===== src/rtl/fb_dev_io_pkg.sv =====
// Shared definitions for the MEM-stage device registers: decoded source
// selects, status bit positions and the status count saturation helper.
package fb_dev_io_pkg;

  typedef enum logic [1:0] {
    DSRC_STAT  = 2'b00,
    DSRC_KDATA = 2'b01,
    DSRC_TERM  = 2'b10,
    DSRC_MEM   = 2'b11
  } dsrc_e;

  localparam int ST_RXRDY   = 0;
  localparam int ST_RXOVR   = 1;
  localparam int ST_TXBSY   = 2;
  localparam int ST_TXOVR   = 3;
  localparam int ST_CNT_LSB = 4;
  localparam int ST_CNT_W   = 3;

  // The status word only has three count bits, so deeper FIFOs report 7.
  function automatic logic [ST_CNT_W-1:0] sat_cnt(input int unsigned cnt);
    return (cnt > 7) ? 3'd7 : ST_CNT_W'(cnt);
  endfunction

endpackage


===== src/rtl/fb_sync_fifo.sv =====
// Single-clock FIFO with wrap-bit pointers; a pop on the same edge frees a
// slot for a push even when full.
module fb_sync_fifo #(
  parameter int WIDTH = 8,
  parameter int DEPTH = 4,
  localparam int AW = $clog2(DEPTH)
) (
  input  logic             clk,
  input  logic             rst_n,
  input  logic             push,
  input  logic [WIDTH-1:0] din,
  input  logic             pop,
  output logic [WIDTH-1:0] dout,
  output logic             full,
  output logic             empty,
  output logic [AW:0]      count
);

  logic [WIDTH-1:0] mem_q [DEPTH];
  logic [AW:0]      wr_ptr_q, wr_ptr_d;
  logic [AW:0]      rd_ptr_q, rd_ptr_d;
  logic             push_ok, pop_ok;

  always_comb begin
    empty    = (wr_ptr_q == rd_ptr_q);
    full     = (wr_ptr_q[AW] != rd_ptr_q[AW]) &&
               (wr_ptr_q[AW-1:0] == rd_ptr_q[AW-1:0]);
    count    = wr_ptr_q - rd_ptr_q;
    dout     = mem_q[rd_ptr_q[AW-1:0]];
    pop_ok   = pop && !empty;
    push_ok  = push && (!full || pop_ok);
    wr_ptr_d = wr_ptr_q + (AW+1)'(push_ok);
    rd_ptr_d = rd_ptr_q + (AW+1)'(pop_ok);
  end

  always_ff @(posedge clk or negedge rst_n) begin
    if (!rst_n) begin
      wr_ptr_q <= '0;
      rd_ptr_q <= '0;
    end else begin
      wr_ptr_q <= wr_ptr_d;
      rd_ptr_q <= rd_ptr_d;
    end
  end

  // NOTE: storage is deliberately not reset; the pointers alone define which
  // entries are valid, and leaving the array reset-free lets it map to RAM.
  always_ff @(posedge clk) begin
    if (push_ok) mem_q[wr_ptr_q[AW-1:0]] <= din;
  end

endmodule


===== src/rtl/fb_dev_io.sv =====
// Device registers behind the MEM-stage address decoder: status, keyboard
// receive FIFO and terminal output with a valid/ready handshake.
module fb_dev_io
  import fb_dev_io_pkg::*;
#(
  parameter int FIFO_DEPTH = 4,
  parameter int XLEN       = 32
) (
  input  logic            clk,
  input  logic            rst_n,
  input  logic [1:0]      data_src,
  input  logic            clr_stat,
  input  logic            dev_rd,
  input  logic            dev_wr,
  input  logic [7:0]      wr_data,
  output logic [XLEN-1:0] rd_data,
  input  logic            kbd_stb,
  input  logic [7:0]      kbd_char,
  output logic            term_valid,
  output logic [7:0]      term_char,
  input  logic            term_ready
);

  localparam int AW = $clog2(FIFO_DEPTH);

  dsrc_e           dsrc;
  logic [7:0]      fifo_head;
  logic            fifo_full, fifo_empty, kbd_pop, stat_clr, term_wr, tx_ovr_set;
  logic [AW:0]     fifo_count;
  logic [XLEN-1:0] status;

  logic [XLEN-1:0] rd_data_q, rd_data_d;
  logic            term_valid_q, term_valid_d;
  logic [7:0]      term_char_q, term_char_d;
  logic            rx_ovr_q, rx_ovr_d;
  logic            tx_ovr_q, tx_ovr_d;

  fb_sync_fifo #(.WIDTH(8), .DEPTH(FIFO_DEPTH)) u_rx_fifo (
    .clk   (clk),
    .rst_n (rst_n),
    .push  (kbd_stb),
    .din   (kbd_char),
    .pop   (kbd_pop),
    .dout  (fifo_head),
    .full  (fifo_full),
    .empty (fifo_empty),
    .count (fifo_count)
  );

  // NOTE: every signal assigned here gets a default first, so no path can
  // leave it unassigned and infer a latch.
  always_comb begin
    dsrc     = dsrc_e'(data_src);
    kbd_pop  = dev_rd && (dsrc == DSRC_KDATA);
    stat_clr = dev_rd && clr_stat && (dsrc == DSRC_STAT);
    term_wr  = dev_wr && (dsrc == DSRC_TERM);

    status                           = '0;
    status[ST_RXRDY]                 = !fifo_empty;
    status[ST_RXOVR]                 = rx_ovr_q;
    status[ST_TXBSY]                 = term_valid_q;
    status[ST_TXOVR]                 = tx_ovr_q;
    status[ST_CNT_LSB +: ST_CNT_W]   = sat_cnt(int'(fifo_count));

    rd_data_d = rd_data_q;
    if (dev_rd) begin
      unique case (dsrc)
        DSRC_STAT:  rd_data_d = status;
        DSRC_KDATA: rd_data_d = fifo_empty ? '0 : XLEN'(fifo_head);
        DSRC_TERM:  rd_data_d = XLEN'(term_char_q);
        default:    rd_data_d = '0;
      endcase
    end

    // A concurrent pop on a full FIFO makes room, so only an unserviced
    // full push counts as an overrun; a new event beats a same-edge clear.
    rx_ovr_d = (rx_ovr_q && !stat_clr) || (kbd_stb && fifo_full && !kbd_pop);

    term_valid_d = term_valid_q;
    term_char_d  = term_char_q;
    tx_ovr_set   = 1'b0;
    if (term_valid_q && term_ready) term_valid_d = 1'b0;
    if (term_wr) begin
      if (!term_valid_q || term_ready) begin
        term_valid_d = 1'b1;
        term_char_d  = wr_data;
      end else begin
        tx_ovr_set = 1'b1;
      end
    end
    tx_ovr_d = (tx_ovr_q && !stat_clr) || tx_ovr_set;
  end

  // NOTE: state registers use non-blocking assignments only, so every flop
  // samples the pre-edge values computed above.
  always_ff @(posedge clk or negedge rst_n) begin
    if (!rst_n) begin
      rd_data_q    <= '0;
      term_valid_q <= 1'b0;
      term_char_q  <= '0;
      rx_ovr_q     <= 1'b0;
      tx_ovr_q     <= 1'b0;
    end else begin
      rd_data_q    <= rd_data_d;
      term_valid_q <= term_valid_d;
      term_char_q  <= term_char_d;
      rx_ovr_q     <= rx_ovr_d;
      tx_ovr_q     <= tx_ovr_d;
    end
  end

  assign rd_data    = rd_data_q;
  assign term_valid = term_valid_q;
  assign term_char  = term_char_q;

endmodule


===== config.mk =====
export PLATFORM = sky130hd
export DESIGN_NAME = fb_dev_io
export DESIGN_NICKNAME = d
export VERILOG_FILES = /design/src/rtl/fb_dev_io_pkg.sv /design/src/rtl/fb_sync_fifo.sv /design/src/rtl/fb_dev_io.sv
export SDC_FILE = /design/constraint.sdc
export NUM_CORES = 1
export LEC_CHECK = 0
export ABC_AREA = 0
export CAP_MARGIN = 25
export CELL_PAD_IN_SITES_DETAIL_PLACEMENT = 1
export CELL_PAD_IN_SITES_GLOBAL_PLACEMENT = 2
export CORE_MARGIN = 2
export CORE_UTILIZATION = 35
export DETAILED_ROUTE_END_ITERATION = 6
export MAX_ROUTING_LAYER = met4
export PLACE_DENSITY_LB_ADDON = 0.25
export SYNTH_ARGS = -nofsm -noshare
export SYNTH_HDL_FRONTEND = slang
export SYNTH_SLANG_ARGS = --single-unit
export TNS_END_PERCENT = 1

===== constraint.sdc =====
create_clock -name clk -period 6.1 [get_ports clk]
set_input_delay 1.525 -clock clk [delete_from_list [all_inputs] [get_ports clk]]
set_output_delay 1.525 -clock clk [all_outputs]
set_load 0.05 [all_outputs]

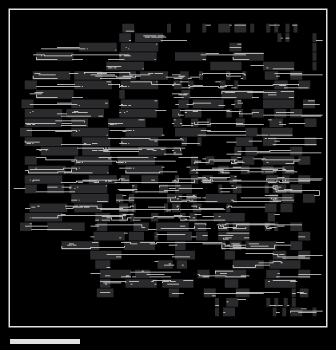
Fig. 1. Signal wires on met1 (run 1).
Scale bar: 20 µm.
The longest straight run is 23.0 µm. The layer holds 43% of the routed length.

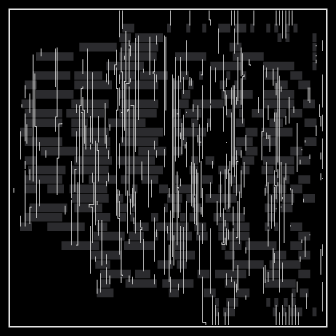
Fig. 2. Signal wires on met2 (run 1).
The layer holds 50% of the routed length. 230 nets have wire on it. The wires run mostly vertical. The longest straight run is 62.2 µm. The layer carries 2580 µm of wire.

==> out/qor.csv, run 1 <==
stage;metric;value;unit
route;DRT Pass-1 Iters;4;
sta;tightest hold margin;511;ps
run;total of max-cap violations;0;
route;Met3 Routed Length;286;µm
global_route;met2 demand-to-capacity share in global routing;0.225;
critical_path;CP endpoint;u_rx_fifo.mem_q[0][6];
layout;count of inverters not on the clock network in the layout;5;
critical_path;Top delay family on crit path;buffers and inverters;
floorplan;Chip Area;8260;µm²
clock_tree;Resize count post-CTS;0;
layout;net count of the finished layout;259;
yosys;prevailing post-synth register cell;sky130_fd_sc_hd__edfxtp_1;
clock_tree;clock sinks;57;
sta;final hold vios;0;
yosys;post-synth top area cell;sky130_fd_sc_hd__edfxtp_1;
layout;layout buffering overhead excluding clock cells;0.132;
worst_hold_path;beginning of the worst hold path;rx_ovr_q;
layout;ant diodes;0;
layout;Largest cell class;registers;
global_route;global-route wire length before repair;8560;µm
critical_path;launching element type of the critical path;primary input;
route;average wire length per cell after detail routing;15.6;µm
power;sum of internal, switching and leakage power;1490;µW
layout;multi-input gate share of total cell area;0.277;
yosys;leading cell type by number of instances after synthesis;sky130_fd_sc_hd__edfxtp_1;
critical_path;crit path kind;in -> reg;
sta;final worst path period need;3390;ps
power;clock group share of total power;0.239;
sta;worst slew margin relative to its limit;0.521;
layout;leading cell types in the layout, fill and taps excluded;sky130_fd_sc_hd__clkdlybuf4s50_1, sky130_fd_sc_hd__edfxtp_1, sky130_fd_sc_hd__dfrtp_1, sky130_fd_sc_hd__conb_1, sky130_fd_sc_hd__clkbuf_8;
sta;Slew @ Worst Pin;717;ps
critical_path;Data arrival, critical path;3450;ps
layout;flip-flop count of the largest register, all copies and words added;32;
power;power dissipated in the clock network;357;µW
layout;number of logic gates;110;
yosys;number of enable flip-flop cells;32;
status;run status;finished, final reports clean;
layout;Clock Network Area Fraction;0.0616;
critical_path;Reg2Reg Launch Point;u_rx_fifo.rd_ptr_q[1];
layout;area taken by flip-flops and latches;1590;µm²
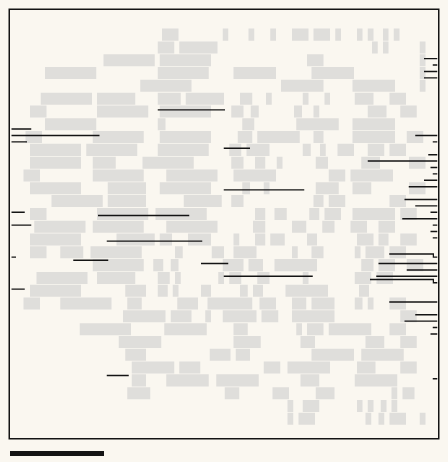
Fig. 3. Metal 3 (run 1).
Scale bar: 20 µm.
The longest straight run is 20.0 µm. The layer carries 287 µm of wire. The layer holds 5.6% of the routed length. The wires run mostly horizontal.

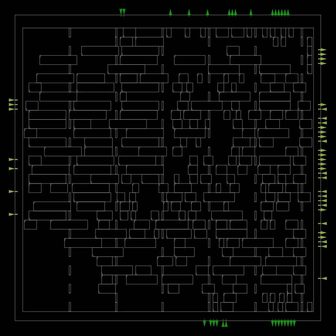
Fig. 4. Cell outlines without signal wires (run 1).
final-layout fill cell count: 790
tap cell count: 99
total core area: 7290 µm²
Seq/total area: 0.485
Final Util: 0.448

Fig. 5: run 1, sequential cells colored by netlist name
Other sequential cells in the stronger gray, the rest of the logic in the fainter gray.
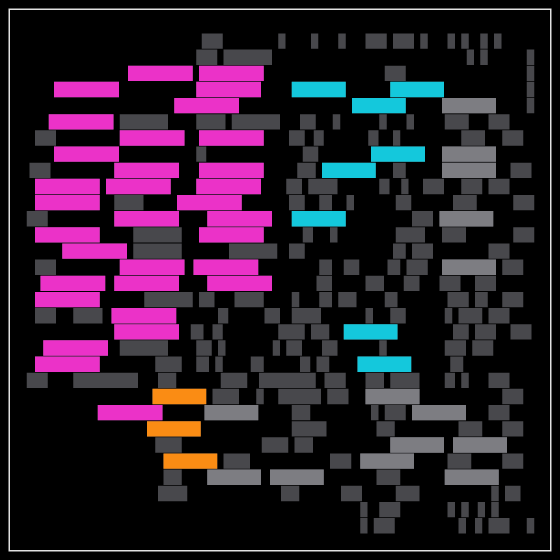

==> run 2: changes to the inputs <==
Settings changed: CORE_UTILIZATION 35 to 33.
Clock period 6.1 ns to 3.15 ns, I/O delays scaled along.
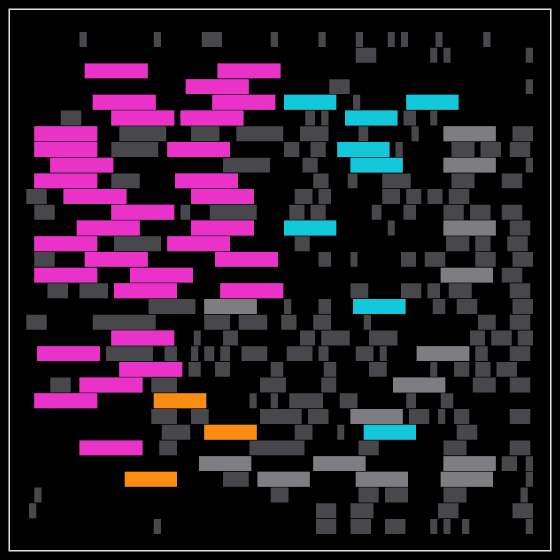
Fig. 6. Sequential cells colored by netlist name (run 2).
Other sequential cells in the stronger gray, the rest of the logic in the fainter gray.
Key: cyan = rd_data [flops 8]; orange = u_rx_fifo.wr_ptr_q [flops 3]; magenta = u_rx_fifo.mem_q [flops 32]

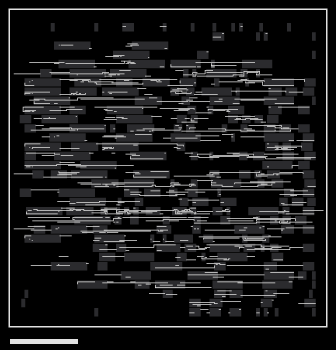
Fig. 7. Signal wires on met1 (run 2).
Scale bar: 20 µm.
The wires run mostly horizontal. The layer carries 2410 µm of wire.

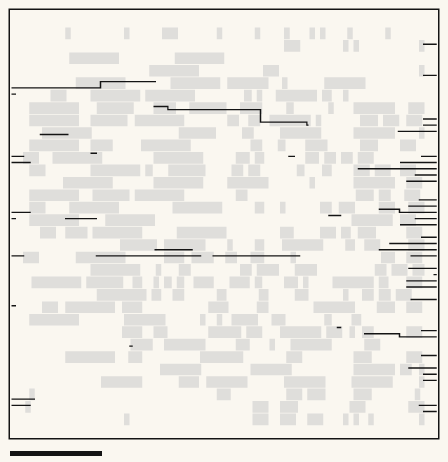
Fig. 8. Metal 3 (run 2).
Scale bar: 20 µm.
total wire length after detailed routing: 5390 µm
vias post-DR: 1551

==> out/qor.csv, run 2 <==
stage;metric;value;unit;change
status;run status;finished, final reports clean;;
layout;leading cell types in the layout, fill and taps excluded;sky130_fd_sc_hd__clkdlybuf4s50_1, sky130_fd_sc_hd__edfxtp_1, sky130_fd_sc_hd__dfrtp_1, sky130_fd_sc_hd__conb_1, sky130_fd_sc_hd__clkbuf_8;;
critical_path;launching element type of the critical path;register;;
global_route;global-route wire length before repair;8670;µm;+1.4%
yosys;leading cell type by number of instances after synthesis;sky130_fd_sc_hd__edfxtp_1;;
worst_hold_path;beginning of the worst hold path;rx_ovr_q;;
layout;flip-flop count of the largest register, all copies and words added;32;;unchanged
route;Met3 Routed Length;351;µm;+23%
critical_path;Reg2Reg Launch Point;u_rx_fifo.rd_ptr_q[1];;
critical_path;CP endpoint;term_valid;;
global_route;met2 demand-to-capacity share in global routing;0.210;;-0.0153
power;sum of internal, switching and leakage power;2910;µW;+95%
sta;tightest hold margin;508;ps;-2.94 ps
sta;final hold vios;0;;unchanged
run;total of max-cap violations;0;;unchanged
layout;Final Util;0.428;;-0.0197
route;DRT Pass-1 Iters;4;;unchanged
sta;worst slew margin relative to its limit;0.618;;+0.0970
floorplan;tap cell count;102;;+3.0%
layout;ant diodes;0;;unchanged
power;clock group share of total power;0.242;;+0.003
yosys;prevailing post-synth register cell;sky130_fd_sc_hd__edfxtp_1;;
layout;area taken by flip-flops and latches;1590;µm²;unchanged
layout;Largest cell class;registers;;
layout;final-layout fill cell count;805;;+1.9%
clock_tree;clock sinks;57;;unchanged
floorplan;Chip Area;8740;µm²;+5.8%
power;power dissipated in the clock network;703;µW;+97%
floorplan;total core area;7730;µm²;+6.0%
sta;final worst path period need;2330;ps;
layout;layout buffering overhead excluding clock cells;0.142;;+0.00964
clock_tree;Resize count post-CTS;0;;unchanged
layout;Seq/total area;0.479;;-0.00624
layout;multi-input gate share of total cell area;0.273;;-0.00356
critical_path;crit path kind;reg -> out;;
yosys;number of enable flip-flop cells;32;;unchanged
yosys;post-synth top area cell;sky130_fd_sc_hd__edfxtp_1;;
sta;Slew @ Worst Pin;573;ps;-144 ps
critical_path;Data arrival, critical path;1540;ps;-1910 ps
layout;Clock Network Area Fraction;0.0612;;-0.000414
Power and IR drop assume default switching activity.
